## config.mk

```make
export PLATFORM = sky130hd
export DESIGN_NAME = mvau_weight_mem_banked
export DESIGN_NICKNAME = d
export VERILOG_FILES = /design/src/rtl/mvau_weight_mem_banked_pkg.sv /design/src/rtl/mvau_wmem_bank.sv /design/src/rtl/mvau_weight_mem_banked.sv
export SDC_FILE = /design/constraint.sdc
export NUM_CORES = 1
export LEC_CHECK = 0
export ABC_AREA = 1
export CAP_MARGIN = 20
export CORE_AREA = 2 2 91 93
export CTS_CLUSTER_SIZE = 14
export DETAILED_ROUTE_END_ITERATION = 10
export DIE_AREA = 0 0 93 95
export GPL_ROUTABILITY_DRIVEN = 0
export PLACE_DENSITY = 0.77
export SETUP_SLACK_MARGIN = 0.05
export SLEW_MARGIN = 20
export SYNTH_ARGS = -nofsm -noshare
export SYNTH_HDL_FRONTEND = slang
export SYNTH_SLANG_ARGS = --single-unit
```

## constraint.sdc

```tcl
create_clock -name aclk -period 1.6 [get_ports aclk]
set_clock_uncertainty 0.15 [all_clocks]
set_input_delay 0.32 -clock aclk [delete_from_list [all_inputs] [get_ports aclk]]
set_output_delay 0.32 -clock aclk [all_outputs]
set_load 0.01 [all_outputs]
```

## src/rtl/mvau_weight_mem_banked_pkg.sv

```systemverilog
// Shared MVAU weight-memory types: FSM state encoding and
// helpers for constants derived from the array geometry.
package mvau_weight_mem_banked_pkg;

   typedef enum logic [1:0] {
      S_IDLE  = 2'd0,
      S_LOAD  = 2'd1,
      S_READY = 2'd2
   } state_t;

   function automatic int bank_bw(input int simd, input int tw);
      return simd * tw;
   endfunction

   function automatic int load_total(input int pe, input int depth);
      return pe * depth;
   endfunction

endpackage

```

## src/rtl/mvau_wmem_bank.sv

```systemverilog
// One PE weight bank: simple-dual-port RAM with a registered read.
// Only the read register is reset; the array itself is never cleared.
module mvau_wmem_bank #(
   parameter int DEPTH   = 4,
   parameter int WIDTH   = 8,
   parameter int ADDR_BW = 2
) (
   input  logic               clk,
   input  logic               rst,
   input  logic               wr_en,
   input  logic [ADDR_BW-1:0] wr_addr,
   input  logic [WIDTH-1:0]   wr_data,
   input  logic               rd_en,
   input  logic [ADDR_BW-1:0] rd_addr,
   output logic [WIDTH-1:0]   rd_data
);

   (* ram_style = "auto" *) logic [WIDTH-1:0] mem [DEPTH];

   always_ff @(posedge clk) begin
      if (wr_en)
         mem[wr_addr] <= wr_data;
   end

   always_ff @(posedge clk) begin
      if (rst)
         rd_data <= '0;
      else if (rd_en)
         rd_data <= mem[rd_addr];
   end

endmodule

```

## src/rtl/mvau_weight_mem_banked.sv

```systemverilog
// Banked MVAU weight memory: streamed reload into PE banks,
// parallel pipelined reads of one word per bank.
module mvau_weight_mem_banked
   import mvau_weight_mem_banked_pkg::*;
#(
   parameter int PE           = 2,
   parameter int SIMD         = 2,
   parameter int TW           = 4,
   parameter int WMEM_DEPTH   = 4,
   parameter int WMEM_ADDR_BW = 4,
   parameter int RD_LAT       = 1
) (
   input  logic                     aclk,
   input  logic                     rst,
   input  logic                     load_start,
   input  logic [SIMD*TW-1:0]       wld_data,
   input  logic                     wld_valid,
   output logic                     wld_ready,
   output logic                     load_done,
   output logic                     busy,
   input  logic                     rd_en,
   input  logic [WMEM_ADDR_BW-1:0]  rd_addr,
   output logic [PE*SIMD*TW-1:0]    rd_data,
   output logic                     rd_valid,
   output logic                     rd_err
);

   localparam int WW    = bank_bw(SIMD, TW);
   localparam int LOADS = load_total(PE, WMEM_DEPTH);
   localparam int PBW   = (PE > 1) ? $clog2(PE) : 1;
   localparam int IW    = (WMEM_DEPTH > 1) ? $clog2(WMEM_DEPTH) : 1;

   state_t state, state_nx;

   logic [PBW-1:0]          pe_cnt;
   logic [WMEM_ADDR_BW-1:0] addr_cnt;
   logic                    accept;
   logic                    last;
   logic                    start;
   logic                    issue;
   logic                    oor;
   logic                    v1;
   logic                    e1;
   logic [PE*WW-1:0]        bank_q;
   logic [PE*WW-1:0]        masked;

   assign wld_ready = (state == S_LOAD);
   assign busy      = (state == S_LOAD);
   assign accept    = wld_valid & wld_ready;
   assign last      = accept &&
      (int'(addr_cnt) * PE + int'(pe_cnt) == LOADS - 1);
   assign start     = load_start & (state != S_LOAD);
   assign issue     = rd_en & (state == S_READY);
   assign oor       = int'(rd_addr) >= WMEM_DEPTH;

   always_comb begin
      state_nx = state;
      unique case (state)
         S_IDLE:  if (load_start) state_nx = S_LOAD;
         S_LOAD:  if (last)       state_nx = S_READY;
         S_READY: if (load_start) state_nx = S_LOAD;
         default:                 state_nx = S_IDLE;
      endcase
   end

   always_ff @(posedge aclk) begin
      if (rst)
         state <= S_IDLE;
      else
         state <= state_nx;
   end

   // word k lands in bank k mod PE at address k div PE
   always_ff @(posedge aclk) begin
      if (rst || start) begin
         pe_cnt   <= '0;
         addr_cnt <= '0;
      end else if (accept) begin
         if (pe_cnt == PBW'(PE - 1)) begin
            pe_cnt   <= '0;
            addr_cnt <= addr_cnt + 1'b1;
         end else begin
            pe_cnt <= pe_cnt + 1'b1;
         end
      end
   end

   always_ff @(posedge aclk) begin
      if (rst)
         load_done <= 1'b0;
      else
         load_done <= last;
   end

   for (genvar p = 0; p < PE; p++) begin : g_bank
      mvau_wmem_bank #(
         .DEPTH   (WMEM_DEPTH),
         .WIDTH   (WW),
         .ADDR_BW (IW)
      ) u_bank (
         .clk     (aclk),
         .rst     (rst),
         .wr_en   (accept && (pe_cnt == PBW'(p))),
         .wr_addr (addr_cnt[IW-1:0]),
         .wr_data (wld_data),
         .rd_en   (issue & ~oor),
         .rd_addr (rd_addr[IW-1:0]),
         .rd_data (bank_q[p*WW +: WW])
      );
   end

   // e1 only moves on an issued read so masked data holds between beats
   always_ff @(posedge aclk) begin
      if (rst) begin
         v1 <= 1'b0;
         e1 <= 1'b0;
      end else begin
         v1 <= issue;
         if (issue)
            e1 <= oor;
      end
   end

   assign masked = e1 ? '0 : bank_q;

   if (RD_LAT == 1) begin : g_lat1
      assign rd_valid = v1;
      assign rd_err   = v1 & e1;
      assign rd_data  = masked;
   end else begin : g_lat2
      logic             v2;
      logic             e2;
      logic [PE*WW-1:0] d2;

      always_ff @(posedge aclk) begin
         if (rst) begin
            v2 <= 1'b0;
            e2 <= 1'b0;
            d2 <= '0;
         end else begin
            v2 <= v1;
            if (v1) begin
               e2 <= e1;
               d2 <= masked;
            end
         end
      end

      assign rd_valid = v2;
      assign rd_err   = v2 & e2;
      assign rd_data  = d2;
   end

endmodule

```

==> out/results.ini, run 1 <==
[floorplan]
io_pins = 38
fp-utilization_pct = 49.6
fp.dieArea_mm2 = 0.00884
design.core.area_mm2 = 0.00793

[drt]
wl_met3_um = 425
avgRoutedWirePerCell_um = 13.1
route.antenna.remaining_nets = 0
post-route-drc-count = 0
wl_met2_um = 3990
drt_pre_antenna_iters = 5
top_layer_used = met4
wl_met1_um = 3480
detail_route.vias_per_cell = 4.71

[synth]
synth_top_cell_by_area = sky130_fd_sc_hd__edfxtp_1
synth_chip_area_mm2 = 0.00393
ys_warn_count = 0
synth.top_cells.by_area = sky130_fd_sc_hd__edfxtp_1 49%, sky130_fd_sc_hd__dfxtp_1 13%, sky130_fd_sc_hd__nand2_1 12%, sky130_fd_sc_hd__inv_1 9.1%, sky130_fd_sc_hd__nor2_1 5.9%
synth.lib_cells_used.distinct = 19
synth_flop_count = 90
yosys_cells = 448
synthCells = 448

[place]
dp_worst_setup_slack_ns = -0.244
post-place-cells = 587
detailed_place_hpwl_um = 5360
post_dp_cell_area_mm2 = 0.00459

[flow_run]
max_cap_violations = 0

[clock_network]
cts_resized = 78
post_cts_setup_buffers = 3
clk_transition_reported_paths_ns = 0.08
cts_inserted_buffers = 9
tritoncts = yes
max_root_sink_buffers = 2
latency_at_later_pin_ns = 0.34
h-tree-depth = 3

[final_timing]
rsz0062_at_grt = yes
worst_slew_margin_rel_pct = 70.2
maxClockFrequency_ghz = 0.639
final-max-slew-violation-count = 0
worst_slack_ns = 0.0357
final.period_utilization_pct = 97.8
finalSetupTns_ns = 0
tightestPinTransition_ns = 0.446

[cells_and_area]
comb_area_share_pct = 23.9
layout_top_cells = 124 x sky130_fd_sc_hd__nand2_1, 95 x sky130_fd_sc_hd__inv_1, 64 x sky130_fd_sc_hd__edfxtp_1
top_area_cell_class = registers
stdcell_count = 608
layout-drive-gt1-share_pct = 16.5
num-fill-cells = 641
flops = 90
inverters = 97
stdcell_area_mm2 = 0.00483
ant_diodes = 0
sh_seq_area_pct = 50.7
clock_buffer_count = 12

[global_routing]
initial_antenna_violation_count = 0
number_of_global_route_vias_before_repair = 2556
grt_pass1_wl_um = 12600
grt_util_met1_pct = 25.4

[pwr]
fin_total_pwr_w = 0.00432
static-leakage-power_nw = 2.25

[setup_path]
delay_heaviest_family_cp = flip-flops
worst-path-stages = 3
reg2regPathDepth = 6
worst_ep_required_time_ns = 1.13
critical_path.reg2reg.startpoint = state[0]
cell_with_the_largest_stage_delay_on_the_worst_path = sky130_fd_sc_hd__dfxtp_4
worst-r2r-setup-slack_ns = 0.06
worstPathBufferInverterCount = 2
worstReg2RegEnd = g_bank[0].u_bank.mem[0][6]
startpoint_type = flip-flop
timing.critical_path.cells = clkbuf_16, nor2_1, buf_2

[min_path]
whs_path_depth = 2
classification_of_the_worst_slack_hold_path = flip-flop to flip-flop

[outcome]
status = completed

run 1: state kept, by name, summed over array words and instances (netlist names):
signal,flops
e1,1
rd_valid,1
pe_cnt,1
g_bank.u_bank.rd_data,16
g_bank.u_bank.mem,64
state,2
load_done,1
addr_cnt,4
run 1: power breakdown:
part | switching [W] | internal [W] | total, W | leakage (nW)
Clock | 0.000735 | 0.000768 | 0.00150 | 0.101
Sequential | 0.00000780 | 0.00251 | 0.00251 | 0.788
Combinational | 0.000176 | 0.000130 | 0.000306 | 1.36
run 1: Yosys cell counts:
cell                       instances
sky130_fd_sc_hd__buf_6             2
sky130_fd_sc_hd__dfxtp_1          26
sky130_fd_sc_hd__o21ai_1           1
sky130_fd_sc_hd__inv_1            95
sky130_fd_sc_hd__o21ai_0           1
sky130_fd_sc_hd__buf_4             2
sky130_fd_sc_hd__inv_2             2
sky130_fd_sc_hd__edfxtp_1         64
sky130_fd_sc_hd__nor2_1           62
sky130_fd_sc_hd__nor2_2            1
sky130_fd_sc_hd__nor3_1            1
sky130_fd_sc_hd__nand2_1         124
sky130_fd_sc_hd__ha_1              4
sky130_fd_sc_hd__nand3_1          40
sky130_fd_sc_hd__xor2_1            1
sky130_fd_sc_hd__clkbuf_1          3
sky130_fd_sc_hd__buf_2            11
sky130_fd_sc_hd__a21oi_1           7
sky130_fd_sc_hd__nand2_2           1
run 1: cells by family (layout without fill, tap and decap cells):
group / after synthesis / after routing / share of synthesized area [%]
AND-OR/OR-AND: 9 / 9 / 1.15
adder cells (fa/ha/maj): 4 / 4 / 1.27
XOR/XNOR: 1 / 1 / 0.223
buffers and inverters: 115 / 170 / 11.9
AND/OR/NAND/NOR: 229 / 229 / 23.3
flip-flops: 90 / 90 / 62.1
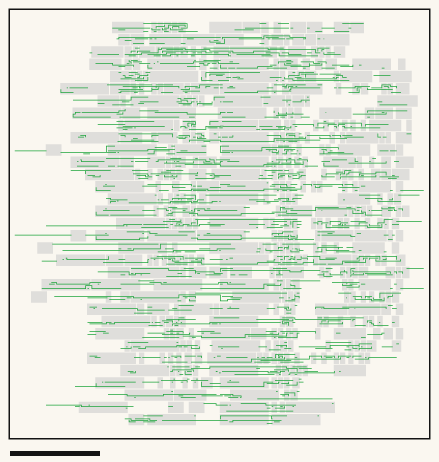
Run 1: the metal 1 layer
Scale bar: 20 um.
wire length on this layer: 3480 um
longest straight run: 23.5 um
main direction: horizontal
share of all routed wire: 44%
nets with wire on the layer: 484

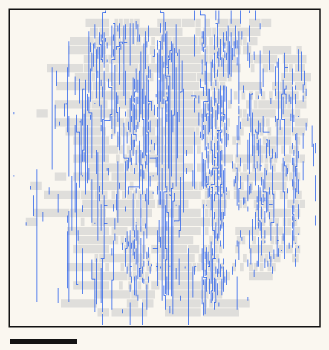
Run 1: metal 2
Scale bar: 20 um.
wire length on this layer: 3990 um
main direction: vertical
nets with wire on the layer: 392
share of all routed wire: 50%
longest straight run: 39.8 um

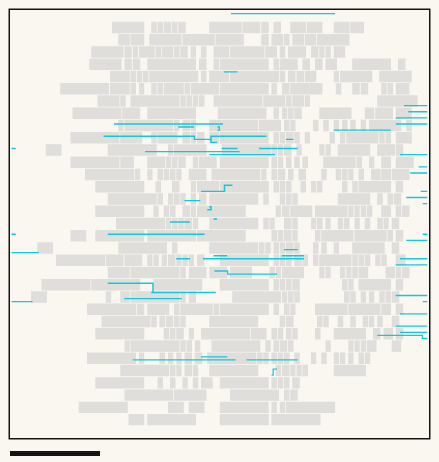
Run 1: signal wires on met3
Scale bar: 20 um.
main direction: horizontal
wire length on this layer: 426 um
via count: 2866
WL final: 7950 um
GR met3 Demand/Resource: 3.67%

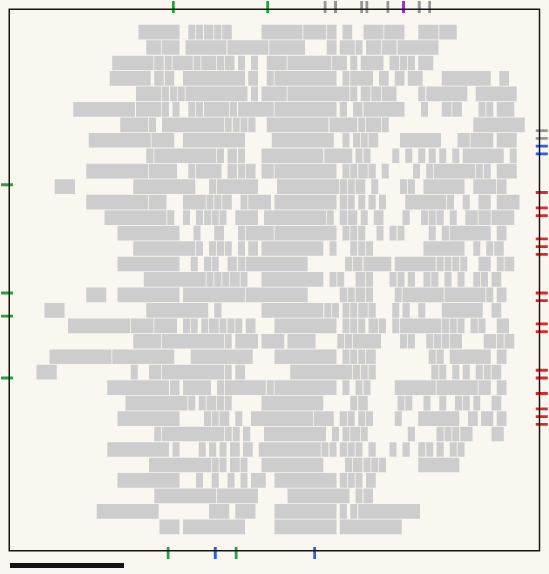
Run 1: I/O pins on the die edge
Scale bar: 20 um. Pins as bars across the die edge, other pins in grey.
legend:
  rd_data:
    colour: red
    pins: 16
    direction: output
    edge: right
  rst:
    colour: purple
    pins: 1
    direction: input
    edge: top
  rd_addr:
    colour: blue
    pins: 4
    direction: input
    edge: 2 bottom, 2 right
  wld_data:
    colour: green
    pins: 8
    direction: input
    edge: 4 left, 2 bottom, 2 top
Port Buf Inserts: 37
Die Height: 95 um
Die X: 93 um

Run 1, routing congestion:
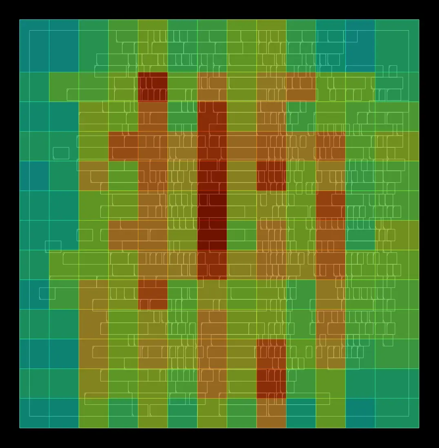

--- run 2 (diff from run 1) ---
--- a/config.mk
+++ b/config.mk
@@ -7,10 +7,10 @@
 export LEC_CHECK = 0
 export ABC_AREA = 1
 export CAP_MARGIN = 20
-export CORE_AREA = 2 2 91 93
+export CORE_AREA = 2 2 82 104
 export CTS_CLUSTER_SIZE = 14
 export DETAILED_ROUTE_END_ITERATION = 10
-export DIE_AREA = 0 0 93 95
+export DIE_AREA = 0 0 84 106
 export GPL_ROUTABILITY_DRIVEN = 0
 export PLACE_DENSITY = 0.77
 export SETUP_SLACK_MARGIN = 0.05
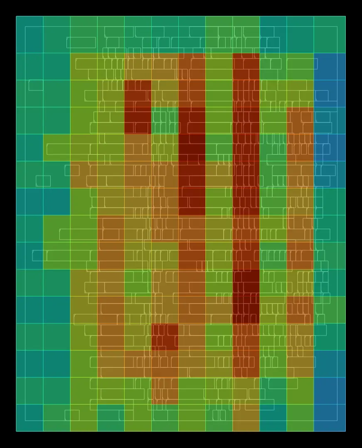
Run 2: routing congestion
share of the core filled with cells: 60.6%
met1 Track Usage GR: 22.2%
DR WL/cell: 13.4 um
aggregate global-route resource usage: 19.3%
GR met3 Demand/Resource: 3.96%

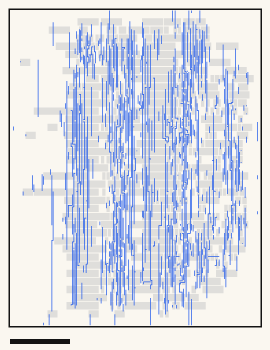
Run 2: metal 2
Scale bar: 20 um.
share of all routed wire: 53%
wire length on this layer: 4280 um
longest straight run: 58.8 um
main direction: vertical
nets with wire on the layer: 402
global-route met2 utilization: 33.5%
WL final: 8100 um

==> run 2 against run 1 <==
  * Largest power group unchanged
  * Critical path depth up 3
  * Via count unchanged
  * Maximum frequency down 0.15%
  * Core utilization down 0.38 points
  * Synthesized cell count unchanged
  * Sequential cell count unchanged
  * Sequential power about the same
  * Setup slack worse by 0.0023 ns
  * Cell area up 0.39%
  * Critical endpoint is now g_bank[1].u_bank.mem[3][2]
==> out/results.ini, run 2 <==
[outcome]
status = completed

[floorplan]
die_h_um = 106  ; +12%
design.core.area_mm2 = 0.00801  ; +1.0%
io_pins = 38  ; unchanged
fp.dieW_um = 84  ; -9.7%

[flow_run]
max_cap_violations = 0  ; unchanged

[place]
detailed_place_hpwl_um = 5720  ; +6.8%
portBuffers = 37  ; unchanged

[pwr]
p_int_w = 0.00324  ; -4.7%
p_clk_w = 0.00142  ; -5%
combPwrFrac_pct = 7.7  ; +0.6 points
p_sw_share_pct = 23.9  ; +2.7 points
static-leakage-power_nw = 2.29  ; +2.0%
p_clk_share_pct = 33.3  ; -1.5 points
pwr.group.sequential_w = 0.00252  ; about the same

[synth]
enable_flop_cells = 64  ; unchanged
asyncSetResetFlopFracSynth_pct = 0  ; unchanged
top_cells_by_count = 124 x sky130_fd_sc_hd__nand2_1, 95 x sky130_fd_sc_hd__inv_1, 64 x sky130_fd_sc_hd__edfxtp_1
synth.top_cells.by_area = sky130_fd_sc_hd__edfxtp_1 49%, sky130_fd_sc_hd__dfxtp_1 13%, sky130_fd_sc_hd__nand2_1 12%, sky130_fd_sc_hd__inv_1 9.1%, sky130_fd_sc_hd__nor2_1 5.9%
synth.cellmix.simpleShare_pct = 23.3  ; unchanged
post_synth_ao_oa_area_fraction_pct = 1.15  ; unchanged
synth_xor_xnor_area_share_pct = 0.223  ; unchanged
synth_chip_area_mm2 = 0.00393  ; unchanged
adder_share_pct = 1.27  ; unchanged
ys.flop_type = sky130_fd_sc_hd__edfxtp_1
synth.lib_cells_used.distinct = 19  ; unchanged
ys_sh_mux_pct = 0  ; unchanged

[global_routing]
initial_antenna_violation_count = 0  ; unchanged
number_of_global_route_vias_before_repair = 2787  ; +9.0%

[setup_path]
worstReg2RegEnd = g_bank[1].u_bank.mem[3][2]
startpoint_type = flip-flop
critical_path.reg2reg.startpoint = state[0]
worst-r2r-setup-slack_ns = 0.03  ; -0.03 ns
timing.critical_path.cells = inv_2, nor2_4, buf_6, nand3_4, buf_12, nor2_4
reg2regPathDepth = 6  ; unchanged

[final_timing]
worst_slew_margin_rel_pct = 70.3  ; +0.13 points
final-max-slew-violation-count = 0  ; unchanged
maxClockFrequency_ghz = 0.638  ; -0.15%
rsz0062_at_grt = yes
tightestPinTransition_ns = 0.444  ; -0.00198 ns
finalSetupTns_ns = 0  ; unchanged
final.period_utilization_pct = 97.9  ; +0.14 points

[drt]
drt_pre_antenna_iters = 4  ; -1
post-route-drc-count = 0  ; unchanged
dr_total_vias = 2866  ; unchanged
route.antenna.remaining_nets = 0  ; unchanged

[clock_network]
tritoncts = yes
h-tree-depth = 3  ; unchanged
latency_at_later_pin_ns = 0.35  ; about the same
max_root_sink_buffers = 2  ; unchanged

[cells_and_area]
layout-drive-gt1-share_pct = 17.1  ; +0.62 points
ant_diodes = 0  ; unchanged
layout_top_cells = 124 x sky130_fd_sc_hd__nand2_1, 95 x sky130_fd_sc_hd__inv_1, 64 x sky130_fd_sc_hd__edfxtp_1
layout_top_registers = g_bank.u_bank.mem: 64 flops, g_bank.u_bank.rd_data: 16 flops, addr_cnt: 4 flops

[min_path]
classification_of_the_worst_slack_hold_path = flip-flop to flip-flop

==> run 2: timing repair <==
item / 4_1_cts / 5_1_grt
setup endpoints to repair: 85 / 89
hold buffers: 0 / 0
gates cloned: 0 / 1
resized: 92 / 12
pin swaps: 2 / 4
setup buffers: 6 / 1
==> run 2: metrics by stage <==
stage                     power [W]  worst slack [ns]  cells  cell area [um^2]
after floorplan             0.00270          -0.00842    448              4000
after global placement      0.00285            -0.206    581              4590
after detailed placement    0.00286            -0.240    581              4590
after CTS                   0.00428            0.0233    603              4770
after global routing        0.00441           -0.0191    605              4850
final                       0.00426            0.0334    605              4850
==> run 2: worst max path at each step <==
stage          slack (ns)       from  depth (start not counted)                    endpoint
3_5_place_dp        -0.24  wld_valid                          4  g_bank[1].u_bank.mem[3][1]
4_1_cts              0.02         e1                          3                 rd_data[10]
6_report             0.03   state[0]                          6  g_bank[1].u_bank.mem[3][2]
5_1_grt             -0.02         e1                          4                      rd_err
3_3_place_gp        -0.21  wld_valid                          4  g_bank[1].u_bank.mem[3][5]
2_1_floorplan      -0.008   state[0]                          4  g_bank[1].u_bank.mem[0][0]
==> run 2: worst max-delay path: cells and delay by family, from the launching register on <==
family / cells / cell delay [ns]
buf+inv: 3 / 0.34
flops: 1 / 0.36
simple gates: 3 / 0.39
==> run 2: area by class of cell <==
cell class / instances / area, um^2
Inverter: 97 / 364
Sequential cell: 90 / 2440
Multi-Input combinational cell: 243 / 1160
Clock inverter: 7 / 57.6
Fill cell: 622 / 3160
Timing Repair Buffer: 62 / 582
Tap cell: 97 / 121
Clock buffer: 9 / 124
==> run 2: metal layers <==
layer	up-vias	track usage, %	part of all wire, %
met5	-	0	0
met4	0	10.4	2.9
met3	16	3.96	5.4
met2	85	33.5	53
met1	1302	22.2	39
li1	1463	-	-
No activity file was given, so power comes from the tool's default toggle rates.
